$ cat src/rtl/alu_pkg.sv
// ---------------------------------------------------------------------------
// alu_pkg
// Shared definitions for the ALU issue/write-back shell.
//   - ALU function-code constants understood by the registered 64-bit ALU
//   - is_supported_op(): true for codes the ALU actually implements
//   - ALU_LATENCY: cycles from operand registers to the ALU's Z register
// ---------------------------------------------------------------------------
package alu_pkg;

    localparam logic [3:0] ALU_ADD = 4'b0000;
    localparam logic [3:0] ALU_SUB = 4'b0001;
    localparam logic [3:0] ALU_AND = 4'b0010;
    localparam logic [3:0] ALU_OR  = 4'b0011;
    localparam logic [3:0] ALU_XOR = 4'b0100;
    localparam logic [3:0] ALU_EQ  = 4'b0110;
    localparam logic [3:0] ALU_LT  = 4'b1001;
    localparam logic [3:0] ALU_SRL = 4'b1100;
    localparam logic [3:0] ALU_NE  = 4'b1101;

    localparam int ALU_LATENCY = 1;

    // Any code outside this set makes the ALU produce an undefined Z.
    function automatic logic is_supported_op(input logic [3:0] aluctrl);
        logic ok;
        case (aluctrl)
            ALU_ADD, ALU_SUB, ALU_AND, ALU_OR, ALU_XOR,
            ALU_EQ, ALU_LT, ALU_SRL, ALU_NE: ok = 1'b1;
            default:                         ok = 1'b0;
        endcase
        return ok;
    endfunction

endpackage

$ cat src/rtl/alu_result_fifo.sv
// ---------------------------------------------------------------------------
// alu_result_fifo
// First-word-fall-through FIFO holding completed ALU results.
// Ports:
//   CLK, RST_N       clock, asynchronous active-low reset (empties the FIFO)
//   push, push_data  write one entry
//   pop              remove the head entry (ignored while empty)
//   head_data        current head entry, zero while empty
//   empty            no entries stored
//   count            number of stored entries, 0..DEPTH
// DEPTH must be a power of two so the pointers wrap naturally.
// ---------------------------------------------------------------------------
module alu_result_fifo #(
    parameter int WIDTH = 70,
    parameter int DEPTH = 4,
    localparam int PTR_W = $clog2(DEPTH),
    localparam int CNT_W = $clog2(DEPTH + 1)
) (
    input  logic             CLK,
    input  logic             RST_N,
    input  logic             push,
    input  logic [WIDTH-1:0] push_data,
    input  logic             pop,
    output logic [WIDTH-1:0] head_data,
    output logic             empty,
    output logic [CNT_W-1:0] count
);

    logic [WIDTH-1:0] mem_q [DEPTH];
    logic [PTR_W-1:0] wr_ptr_q, wr_ptr_d;
    logic [PTR_W-1:0] rd_ptr_q, rd_ptr_d;
    logic [CNT_W-1:0] count_q, count_d;
    logic             do_push;
    logic             do_pop;

    // A push is allowed into a full FIFO only when the head leaves in the
    // same cycle; a pop of an empty FIFO is dropped.
    always_comb begin
        do_pop   = pop & (count_q != '0);
        do_push  = push & ((count_q != CNT_W'(DEPTH)) | do_pop);
        wr_ptr_d = wr_ptr_q;
        rd_ptr_d = rd_ptr_q;
        count_d  = count_q;
        if (do_push) begin
            wr_ptr_d = wr_ptr_q + PTR_W'(1);
        end
        if (do_pop) begin
            rd_ptr_d = rd_ptr_q + PTR_W'(1);
        end
        case ({do_push, do_pop})
            2'b10:   count_d = count_q + CNT_W'(1);
            2'b01:   count_d = count_q - CNT_W'(1);
            default: count_d = count_q;
        endcase
    end

    always_ff @(posedge CLK or negedge RST_N) begin
        if (!RST_N) begin
            wr_ptr_q <= '0;
            rd_ptr_q <= '0;
            count_q  <= '0;
        end else begin
            wr_ptr_q <= wr_ptr_d;
            rd_ptr_q <= rd_ptr_d;
            count_q  <= count_d;
        end
    end

    // Storage needs no reset: the empty flag masks stale contents.
    always_ff @(posedge CLK) begin
        if (do_push) begin
            mem_q[wr_ptr_q] <= push_data;
        end
    end

    assign empty     = (count_q == '0);
    assign count     = count_q;
    assign head_data = empty ? '0 : mem_q[rd_ptr_q];

endmodule

$ cat src/rtl/alu_issue_wb.sv
// ---------------------------------------------------------------------------
// alu_issue_wb
// Operand-issue and result-capture shell around the registered 64-bit ALU.
// An op accepted on the in_* handshake is registered onto alu_*; one cycle
// later the ALU registers Z; on the following edge Z and the op's tag land in
// a result FIFO presented on out_*. Issue-to-out_valid latency is 2 cycles,
// throughput one op per cycle.
// Ports:
//   CLK, RST_N                 clock, asynchronous active-low reset
//   in_valid/in_ready          op handshake
//   in_a, in_b, in_shamt,
//   in_aluctrl, in_tag         op operands, function code, destination tag
//   alu_a, alu_b, alu_shamt,
//   alu_aluctrl                registered operands driven into the ALU
//   alu_z                      ALU registered result
//   out_valid/out_ready        result handshake (FIFO head)
//   out_data, out_tag, out_err head result, its tag, unsupported-code flag
// Build option:
//   ALU_OPCHECK_EN  when defined, unsupported function codes are flagged at
//                   issue; their result is stored as 0 with out_err = 1.
//                   When undefined, alu_z is stored as-is and out_err is 0.
// ---------------------------------------------------------------------------
module alu_issue_wb
    import alu_pkg::*;
#(
    parameter int DATA_W     = 64,
    parameter int TAG_W      = 5,
    parameter int FIFO_DEPTH = 4
) (
    input  logic              CLK,
    input  logic              RST_N,
    input  logic              in_valid,
    output logic              in_ready,
    input  logic [DATA_W-1:0] in_a,
    input  logic [DATA_W-1:0] in_b,
    input  logic [5:0]        in_shamt,
    input  logic [3:0]        in_aluctrl,
    input  logic [TAG_W-1:0]  in_tag,
    output logic [DATA_W-1:0] alu_a,
    output logic [DATA_W-1:0] alu_b,
    output logic [5:0]        alu_shamt,
    output logic [3:0]        alu_aluctrl,
    input  logic [DATA_W-1:0] alu_z,
    output logic              out_valid,
    input  logic              out_ready,
    output logic [DATA_W-1:0] out_data,
    output logic [TAG_W-1:0]  out_tag,
    output logic              out_err
);

    localparam int CNT_W   = $clog2(FIFO_DEPTH + 1);
    localparam int ENTRY_W = DATA_W + TAG_W + 1;

    logic [DATA_W-1:0] alu_a_q, alu_a_d;
    logic [DATA_W-1:0] alu_b_q, alu_b_d;
    logic [5:0]        alu_shamt_q, alu_shamt_d;
    logic [3:0]        alu_aluctrl_q, alu_aluctrl_d;

    logic              v1_q, v1_d;
    logic              v2_q, v2_d;
    logic [TAG_W-1:0]  tag1_q, tag1_d;
    logic [TAG_W-1:0]  tag2_q, tag2_d;
    logic              err1_q, err1_d;
    logic              err2_q, err2_d;

    logic [CNT_W-1:0]   fifo_count;
    logic               fifo_empty;
    logic [ENTRY_W-1:0] fifo_head;
    logic [ENTRY_W-1:0] fifo_wdata;
    logic               fifo_push;
    logic               fifo_pop;
    logic [DATA_W-1:0]  wr_z;
    logic [CNT_W:0]     credit_sum;
    logic               issue_fire;
    logic               head_err;

    // Every accepted op owns a FIFO slot from issue onward: ops in the two
    // pipeline stages plus stored results must stay below the depth, so the
    // write two cycles later always finds room. Only registered state is used.
    always_comb begin
        credit_sum = (CNT_W+1)'(fifo_count) + (CNT_W+1)'(v1_q) + (CNT_W+1)'(v2_q);
        in_ready   = RST_N & (credit_sum < (CNT_W+1)'(FIFO_DEPTH));
        issue_fire = in_valid & in_ready;
    end

    // Issue stage: operands hold when nothing is accepted so the ALU inputs
    // stay quiet; the tag and opcode check ride alongside in stage 1.
    always_comb begin
        alu_a_d       = alu_a_q;
        alu_b_d       = alu_b_q;
        alu_shamt_d   = alu_shamt_q;
        alu_aluctrl_d = alu_aluctrl_q;
        v1_d          = 1'b0;
        tag1_d        = tag1_q;
        err1_d        = 1'b0;
        if (issue_fire) begin
            alu_a_d       = in_a;
            alu_b_d       = in_b;
            alu_shamt_d   = in_shamt;
            alu_aluctrl_d = in_aluctrl;
            v1_d          = 1'b1;
            tag1_d        = in_tag;
`ifdef ALU_OPCHECK_EN
            err1_d        = ~is_supported_op(in_aluctrl);
`endif
        end
    end

    // Stage 2 mirrors the ALU's own output register so tag and Z line up.
    always_comb begin
        v2_d   = v1_q;
        tag2_d = tag1_q;
        err2_d = err1_q;
    end

    // Capture: an unsupported op's Z is undefined, so it is replaced by zero
    // when the check is built in.
    always_comb begin
`ifdef ALU_OPCHECK_EN
        wr_z = err2_q ? '0 : alu_z;
`else
        wr_z = alu_z;
`endif
        fifo_push  = v2_q;
        fifo_wdata = {wr_z, tag2_q, err2_q};
        fifo_pop   = out_ready & ~fifo_empty;
    end

    always_ff @(posedge CLK or negedge RST_N) begin
        if (!RST_N) begin
            alu_a_q       <= '0;
            alu_b_q       <= '0;
            alu_shamt_q   <= '0;
            alu_aluctrl_q <= '0;
            v1_q          <= 1'b0;
            v2_q          <= 1'b0;
            tag1_q        <= '0;
            tag2_q        <= '0;
            err1_q        <= 1'b0;
            err2_q        <= 1'b0;
        end else begin
            alu_a_q       <= alu_a_d;
            alu_b_q       <= alu_b_d;
            alu_shamt_q   <= alu_shamt_d;
            alu_aluctrl_q <= alu_aluctrl_d;
            v1_q          <= v1_d;
            v2_q          <= v2_d;
            tag1_q        <= tag1_d;
            tag2_q        <= tag2_d;
            err1_q        <= err1_d;
            err2_q        <= err2_d;
        end
    end

    alu_result_fifo #(
        .WIDTH (ENTRY_W),
        .DEPTH (FIFO_DEPTH)
    ) u_result_fifo (
        .CLK       (CLK),
        .RST_N     (RST_N),
        .push      (fifo_push),
        .push_data (fifo_wdata),
        .pop       (fifo_pop),
        .head_data (fifo_head),
        .empty     (fifo_empty),
        .count     (fifo_count)
    );

    assign alu_a       = alu_a_q;
    assign alu_b       = alu_b_q;
    assign alu_shamt   = alu_shamt_q;
    assign alu_aluctrl = alu_aluctrl_q;

    // Without the opcode check the stored error bit is always written as 0,
    // so out_err is constant zero in that build.
    assign out_valid = ~fifo_empty;
    assign {out_data, out_tag, head_err} = fifo_head;
    assign out_err   = head_err;

endmodule

$ cat config.mk
export PLATFORM = sky130hd
export DESIGN_NAME = alu_issue_wb
export DESIGN_NICKNAME = d
export VERILOG_FILES = /design/src/rtl/alu_pkg.sv /design/src/rtl/alu_result_fifo.sv /design/src/rtl/alu_issue_wb.sv
export SDC_FILE = /design/constraint.sdc
export NUM_CORES = 1
export LEC_CHECK = 0
export ABC_AREA = 0
export CORE_ASPECT_RATIO = 1.5
export CORE_UTILIZATION = 51
export CTS_BUF_LIST = sky130_fd_sc_hd__clkbuf_4
export DETAILED_ROUTE_END_ITERATION = 10
export PLACE_DENSITY = 0.8
export SETUP_SLACK_MARGIN = 0.3
export SYNTH_ARGS = -nofsm -noshare
export SYNTH_HDL_FRONTEND = slang
export SYNTH_SLANG_ARGS = --single-unit
$ cat constraint.sdc
create_clock -name CLK -period 4 [get_ports CLK]
set_input_delay 0.6 -clock CLK [delete_from_list [all_inputs] [get_ports CLK]]
set_output_delay 0.6 -clock CLK [all_outputs]
set_load 0.005 [all_outputs]
==> deck_impl_summary.md, run 1 <==
Flow Results at a Glance

Run status
  – Status: finished, final reports clean

Synthesis
  – MUX area fraction: 19.54%
  – Top cells by count: 276 x edfxtp_1, 157 x dfrtp_1, 85 x mux2_2
  – Mapped Area: 0.01630 mm²
  – Adder Area Share: 0.5833%
  – Complex Gates by Area: less than 1%
  – Yosys Instances: roughly 800
  – YS warnings: 0
  – Sequential area share after synthesis: 74.93%
  – Yosys Chip Area: around 0.016 mm²
  – Synth async-reset ratio: between 30 and 40%
  – Flops after synth: roughly 430
  – Logic family by area: multiplexers

Setup path
  – Reg2Reg Depth: 5
  – Buf/Inv on CP: 2
  – Critical path's slowest cell: dfrtp_4
  – Setup slack, reg-to-reg: roughly 1400 ps
  – FF-to-FF Start: u_result_fifo.count[0]
  – CP peak stage delay: 730 ps
  – R2r endpoint: alu_a[33]
  – Crit-path cells: buf_12 > mux4_2 > and2_1 > clkdlybuf4s50_1
  – CP Launch Point: u_result_fifo.rd_ptr_q[0]
  – CP endpoint kind: primary output
  – Crit-path leading delay family: flip-flops

Route
  – Wirelength per Cell: 21.75 µm
  – TritonRoute pass-1 iters: 5
  – Vias per cell: between 5 and 6
  – DRT iter0 DRCs: 419

Placed design
  – Placed Area: 0.02107 mm²
  – DP Worst Slack: just over 1000 ps
  – HPWL after detailed placement: 26.42 mm

Global route
  – Gr busiest metal: met2
  – First-pass GRT wire length: 59.40 mm
  – Met3 Usage GRT: 9.526%
  – Initial antenna violation count: 11
  – GRT Total Usage: 24.66%
  – M1 GR Usage: 26.64%

Clocking
  – CTS clk-pin slew, worst paths: around 70 ps
  – # H-tree levels: 3
  – # resized after CTS: 1
  – Clk sinks: 433
  – Clock Root Buffer: clkbuf_4

Min path
  – Hold WC Path Type: in -> async

Final timing
  – Slew @ Worst Pin: 997.6 ps
  – Slew margin rel.: 33.49%
  – Final setup vio count: 0
  – Hold_ws: 294.8 ps
  – RSZ-0062 raised after global routing: no
  – Fin crit period: 3476 ps

Power
  – Pint: between 10 and 15 mW
  – Switching Fraction: 27.27%
  – Reg power frac: 41.1%
  – Leak Pwr: slightly above 8 nW
  – Total net switching power: 4.230 mW
  – Comb group: around 5.8 mW
  – Combinational Power Share: 37.1%

Layout
  – Most frequent cells in the layout: 418 x clkdlybuf4s50_1, 276 x edfxtp_1, 155 x dfrtp_1
  – Final Instance Count excl. Fillers: 1777
  – Final Net Count: approximately 1500
  – Most frequent logic cell in the layout: clkdlybuf4s50_1
  – Fraction of layout cells with a size suffix above 1: around 25%

Run
  – Max Cap Viol: 0

Die
  – IO Pins: 421
  – Fp util: 52.20%
run 1: sequential cells by signal, indices dropped and copies added, names as in the netlist:
register / cells
u_result_fifo.rd_ptr_q: 2
alu_shamt: 6
tag1_q: 5
alu_aluctrl: 4
u_result_fifo.count: 3
alu_a: 64
fifo_push: 1
u_result_fifo.mem_q: 276
tag2_q: 5
u_result_fifo.wr_ptr_q: 2
alu_b: 64
v1_q: 1
run 1: area by class of cell:
type	count	area, µm²	area share, %
Clock inverter	33	168.9	0.7553
Timing Repair Buffer	438	4466	19.97
Inverter	8	30.03	0.1343
Tap cell	405	506.7	2.266
Multi-Input combinational cell	310	3880	17.35
Clock buffer	143	1074	4.800
Antenna cell	7	17.52	0.07833
Sequential cell	433	12220	54.65
### Floorplan with the power grid, run 1

The bar under the picture is 50 µm long. Pins as bars on the die edge.
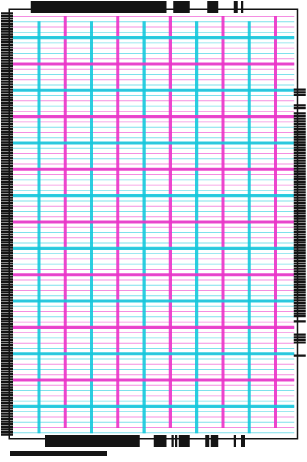
[magenta] VDD
[cyan] VSS
met1 rails: 80
signal pins: 421
met5 straps: 15
met4 straps: 10
rows: 79
Max rail drop VDD: 0.4736 mV
Die Y: 221.0 µm

### Cell classes on the final placement, run 1

The bar under the picture is 50 µm long.
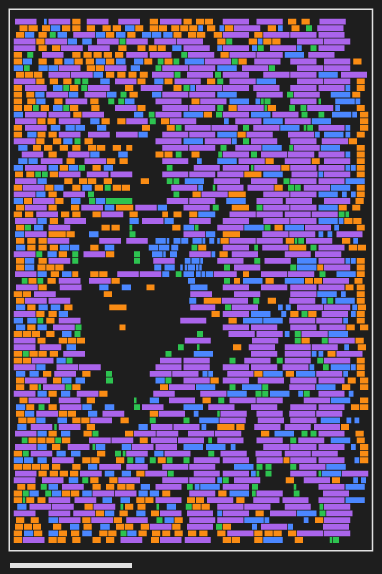
[orange] remaining buffers and delay cells | cells: 438 | share of their area: 20%
[purple] registers | cells: 433 | share of their area: 56%
[green] clock drivers and dummy loads | cells: 176 | share of their area: 5.7%
[blue] remaining logic cells | cells: 318 | share of their area: 18%
area of the core: 0.03124 mm²
row count: 79
Final Util: 71.60%
Seq/total area: 54.65%
Final Cell Area: 0.02236 mm²

### Routed clock nets over the placement, run 1

The bar under the picture is 50 µm long.
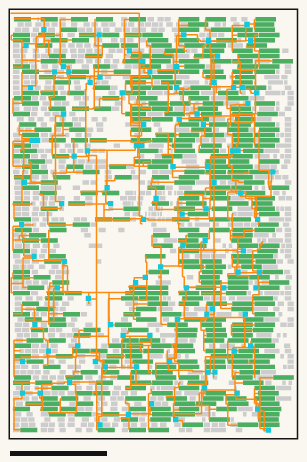
[cyan] clock-net drivers | count: 98
[orange] clock wires | length: 5300 µm
[green] flip-flops | count: 433
flops lie: spread over the die
worst-skew pair later-pin latency: 770 ps
clk pwr: 3.37 mW
clock share of power: 21.7%
skew final: 54.19 ps

### Routed metal, one colour a layer, run 1

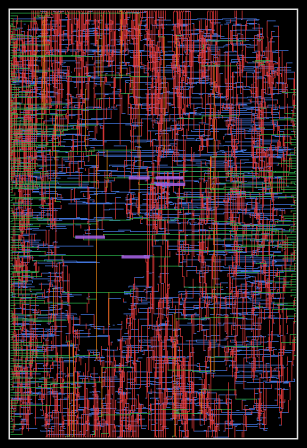
[red] M2 | wire length: 20.4 mm
[orange] M4 | wire length: 1030 µm
[green] M3 | wire length: 3840 µm
[purple] M5 | wire length: 62.6 µm
[blue] M1 | wire length: 13400 µm
vias: 9311
drt total wl: 38.65 mm

### Congestion heat map, run 1

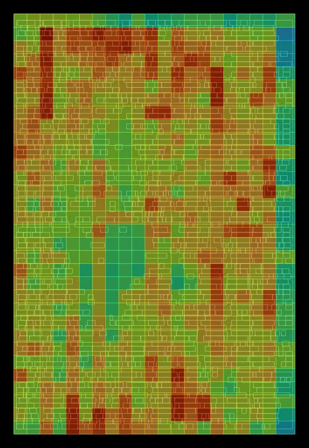

## Run 2: what changed since run 1
Settings changed: CAP_MARGIN from default to 20, SYNTH_HIERARCHICAL from default to 1.
### Congestion heat map, run 2

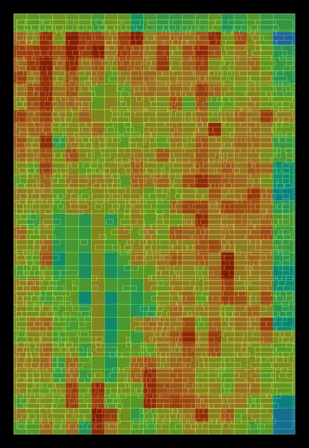
M1 GR Usage: 30.33%
met2 Use GR: 41.67%
Final Util: 70.88%
GRT Total Usage: 25.61%

==> deck_impl_summary.md, run 2 <==
Flow Results at a Glance

Setup path
  – CP max FO: 35 (was 19)
  – FF-to-FF Start: u_result_fifo/count[1] (was u_result_fifo.count[0])
  – CP Launch Point: u_result_fifo/rd_ptr_q[1] (was u_result_fifo.rd_ptr_q[0])
  – CP endpoint kind: primary output (unchanged)
  – Critical path's slowest cell: dfrtp_2 (was dfrtp_4)
  – Crit-path cells: buf_12 > mux4_2 > and2_1 > clkdlybuf4s50_1 (unchanged)
  – R2r endpoint: u_result_fifo/mem_q[1][46] (was alu_a[33])
  – Kind of critical path: reg -> out (unchanged)
  – Reg2Reg Depth: 6 (was 5)
  – Data required time of the worst path: 3400 ps (about the same)
  – Buf/Inv on CP: 2 (unchanged)
  – Setup slack, reg-to-reg: 1050 ps (was 1410 ps)
  – CP peak stage delay: 880 ps (was 730 ps)
  – Worst Setup EP: out_data[22] (was out_tag[2])
  – CP arrival: 2950 ps (was 2880 ps)
  – Crit-path leading delay family: flip-flops (unchanged)

Power
  – Switching Fraction: 27.89% (was 27.27%)
  – Clock share of power: 21.6% (was 21.7%)
  – Total net switching power: 4.507 mW (was 4.230 mW)
  – Flop+latch power: 6.52 mW (was 6.38 mW)
  – Max rail drop VDD: 0.4215 mV (was 0.4736 mV)
  – Largest power group: sequential cells (unchanged)
  – Pint: 11.65 mW (was 11.28 mW)
  – Combinational Power Share: 38.1% (was 37.1%)
  – Total design power: 16.16 mW (was 15.51 mW)
  – Reg power frac: 40.3% (was 41.1%)
  – Pwr Density: 711.7 mW/mm² (was 693.5 mW/mm²)
  – Leak Pwr: 8.314 nW (was 8.185 nW)
  – Clk pwr: 3.49 mW (was 3.37 mW)
  – Comb group: 6.15 mW (was 5.76 mW)

Global route
  – Largest net degree at the start of global routing: 84 (was 78)
  – Gr busiest metal: met2 (unchanged)
  – First-pass GRT wire length: 61.68 mm (was 59.40 mm)
  – Initial antenna violation count: 10 (was 11)
  – Met3 Usage GRT: 9.366% (was 9.526%)
  – Via count of the first global-routing pass: 10460 (was 10410)
  – GRT Residual Overflow: 0 (unchanged)

Die
  – Fp util: 52.05% (was 52.20%)
  – Die Y: 223.5 µm (was 221.0 µm)
  – Die Size: 0.03343 mm² (was 0.03270 mm²)
  – IO Pins: 421 (unchanged)
  – Area of the core: 0.03203 mm² (was 0.03124 mm²)
  – Row count: 80 (was 79)

Final timing
  – RSZ-0062 raised after global routing: no (unchanged)
  – Slew margin rel.: 39.56% (was 33.49%)
  – Fin worst setup slack: 453.3 ps (was 523.7 ps)
  – Highest Clock Rate: 282.0 MHz (was 287.7 MHz)
  – Fin crit period: 3547 ps (was 3476 ps)
  – Final hold violations: 0 (unchanged)
  – Skew final: 42.72 ps (was 54.19 ps)
  – Fin. max-slew vios: 0 (unchanged)
  – Setup TNS: 0 ps (unchanged)
  – Slew @ Worst Pin: 906.6 ps (was 997.6 ps)
  – Final setup vio count: 0 (unchanged)
  – Hold_ws: 364.9 ps (was 294.8 ps)

Layout
  – Final Net Count: 1535 (was 1507)
  – Biggest register: u_result_fifo/mem_q (was u_result_fifo.mem_q)
  – Most frequent logic cell in the layout: clkdlybuf4s50_1 (unchanged)
  – Max reg flops: 280 (was 276)
  – Final Instance Count excl. Fillers: 1810 (was 1777)
  – Final Cell Area: 0.02270 mm² (was 0.02236 mm²)
  – Most frequent cells in the layout: 419 x clkdlybuf4s50_1, 280 x edfxtp_1, 155 x dfrtp_1 (was 418 x clkdlybuf4s50_1, 276 x edfxtp_1, 155 x dfrtp_1)
  – Area growth syn-to-layout: 36.16% (was 37.18%)
  – Fraction of layout cells with a size suffix above 1: 24.51% (was 24.62%)

Synthesis
  – XORs/XNORs by Area: 0.2626% (was 0.3223%)
  – Mapped Avg Cell Area: 20.53 µm² (was 20.61 µm²)
  – MUX area fraction: 19.25% (was 19.54%)
  – Post-synth EDFFs: 280 (was 276)
  – Top-count cell post-synth: edfxtp_1 (unchanged)
  – Top cells by count: 280 x edfxtp_1, 157 x dfrtp_1, 84 x mux2_2 (was 276 x edfxtp_1, 157 x dfrtp_1, 85 x mux2_2)
  – And+or+nand+nor area frac: 3.249% (was 2.970%)
  – Top cell type's share of synthesized area: 50.43% (was 50.84%)
  – Top cells, area: edfxtp_1 50%, dfrtp_1 24%, mux4_2 9.2% (was edfxtp_1 51%, dfrtp_1 24%, mux4_2 9.5%)
  – Ys flop type: edfxtp_1 (unchanged)
  – Flops after synth: 437 (was 433)
  – Sequential area share after synthesis: 73.99% (was 74.93%)
  – Yosys Instances: 812 (was 791)
  – Adder Area Share: 0.4953% (was 0.5833%)
  – YS warnings: 6 (was 0)
  – Complex Gates by Area: 0.6153% (was 0.2226%)
  – Synth async-reset ratio: 35.93% (was 36.26%)
  – Synth Instances: 812 (was 791)
  – Area leader, netlist: edfxtp_1 (unchanged)
  – Mapped Area: 0.01667 mm² (was 0.01630 mm²)
  – Logic family by area: multiplexers (unchanged)
  – Yosys Chip Area: 0.01667 mm² (was 0.01630 mm²)

Clocking
  – CTS tree: done (unchanged)
  – Clk sinks: 437 (was 433)
  – Clock Root Buffer: clkbuf_4 (unchanged)
  – # resized after CTS: 0 (was 1)
  – CTS clk-pin slew, worst paths: 70 ps (about the same)
  – Maximum buffer depth of the clock tree: 3 (unchanged)
  – Worst-skew pair later-pin latency: 750 ps (was 770 ps)
  – CTS Hold Bufs: 1 (unchanged)
  – # H-tree levels: 3 (unchanged)
  – CTS buffer count: 99 (was 98)
  – # Post-CTS Setup Buffers: 6 (was 1)

Route
  – Vias per cell: 5.333 (was 5.240)
  – Wirelength per Cell: 22.91 µm (was 21.75 µm)
  – M1 wire length: 14.88 mm (was 13.36 mm)
  – Drt total wl: 41.46 mm (was 38.65 mm)
  – Top routing layer in use: met5 (unchanged)
  – Drc violations: 0 (unchanged)
  – Met2 WL: 20.84 mm (was 20.36 mm)
  – DRT iter0 DRCs: 545 (was 419)
  – TritonRoute pass-1 iters: 5 (unchanged)
  – Vias: 9652 (was 9311)
  – WL met3: 4.509 mm (was 3.837 mm)
  – Antenna Violating Nets Remaining: 0 (unchanged)

Run status
  – Status: finished, final reports clean (unchanged)

Placed design
  – DP Worst Slack: 770.3 ps (was 1020 ps)
  – GPL Wtd Cong: 0.8012 (was 0.8049)
  – PortBufs: 420 (was 419)
  – Inst Count DP: 1620 (was 1592)
  – HPWL after detailed placement: 28.42 mm (was 26.42 mm)
  – Placed Area: 0.02132 mm² (was 0.02107 mm²)

Min path
  – Hold WC Path Type: in -> async (unchanged)

Run
  – OpenROAD warning count: 29 (unchanged)
  – Max Cap Viol: 0 (unchanged)
==> run 2: cell types whose count changed in the layout (fill, tap and decap cells not counted), moves of 2 or more <==
cell      delta
conb_1       +3
nor2b_1      +2
clkinv_2     -6
diode_2      +2
mux4_1       +2
edfxtp_1     +4
nand2_1      +2
buf_4        +4
clkinv_1     -2
clkbuf_4     +7
==> run 2: final cells by class <==
class                   count  area (µm²)
diodes                      9       22.52
clock buffers             150        1126
clock inverters            24       150.1
fillers                  2058        9328
inverters                   8       30.03
multi-input cells         329        4014
flip-flops and latches    437       12340
well taps                 410       513.0
repair buffers            443        4506
Power is estimated from default activity; no workload was simulated.
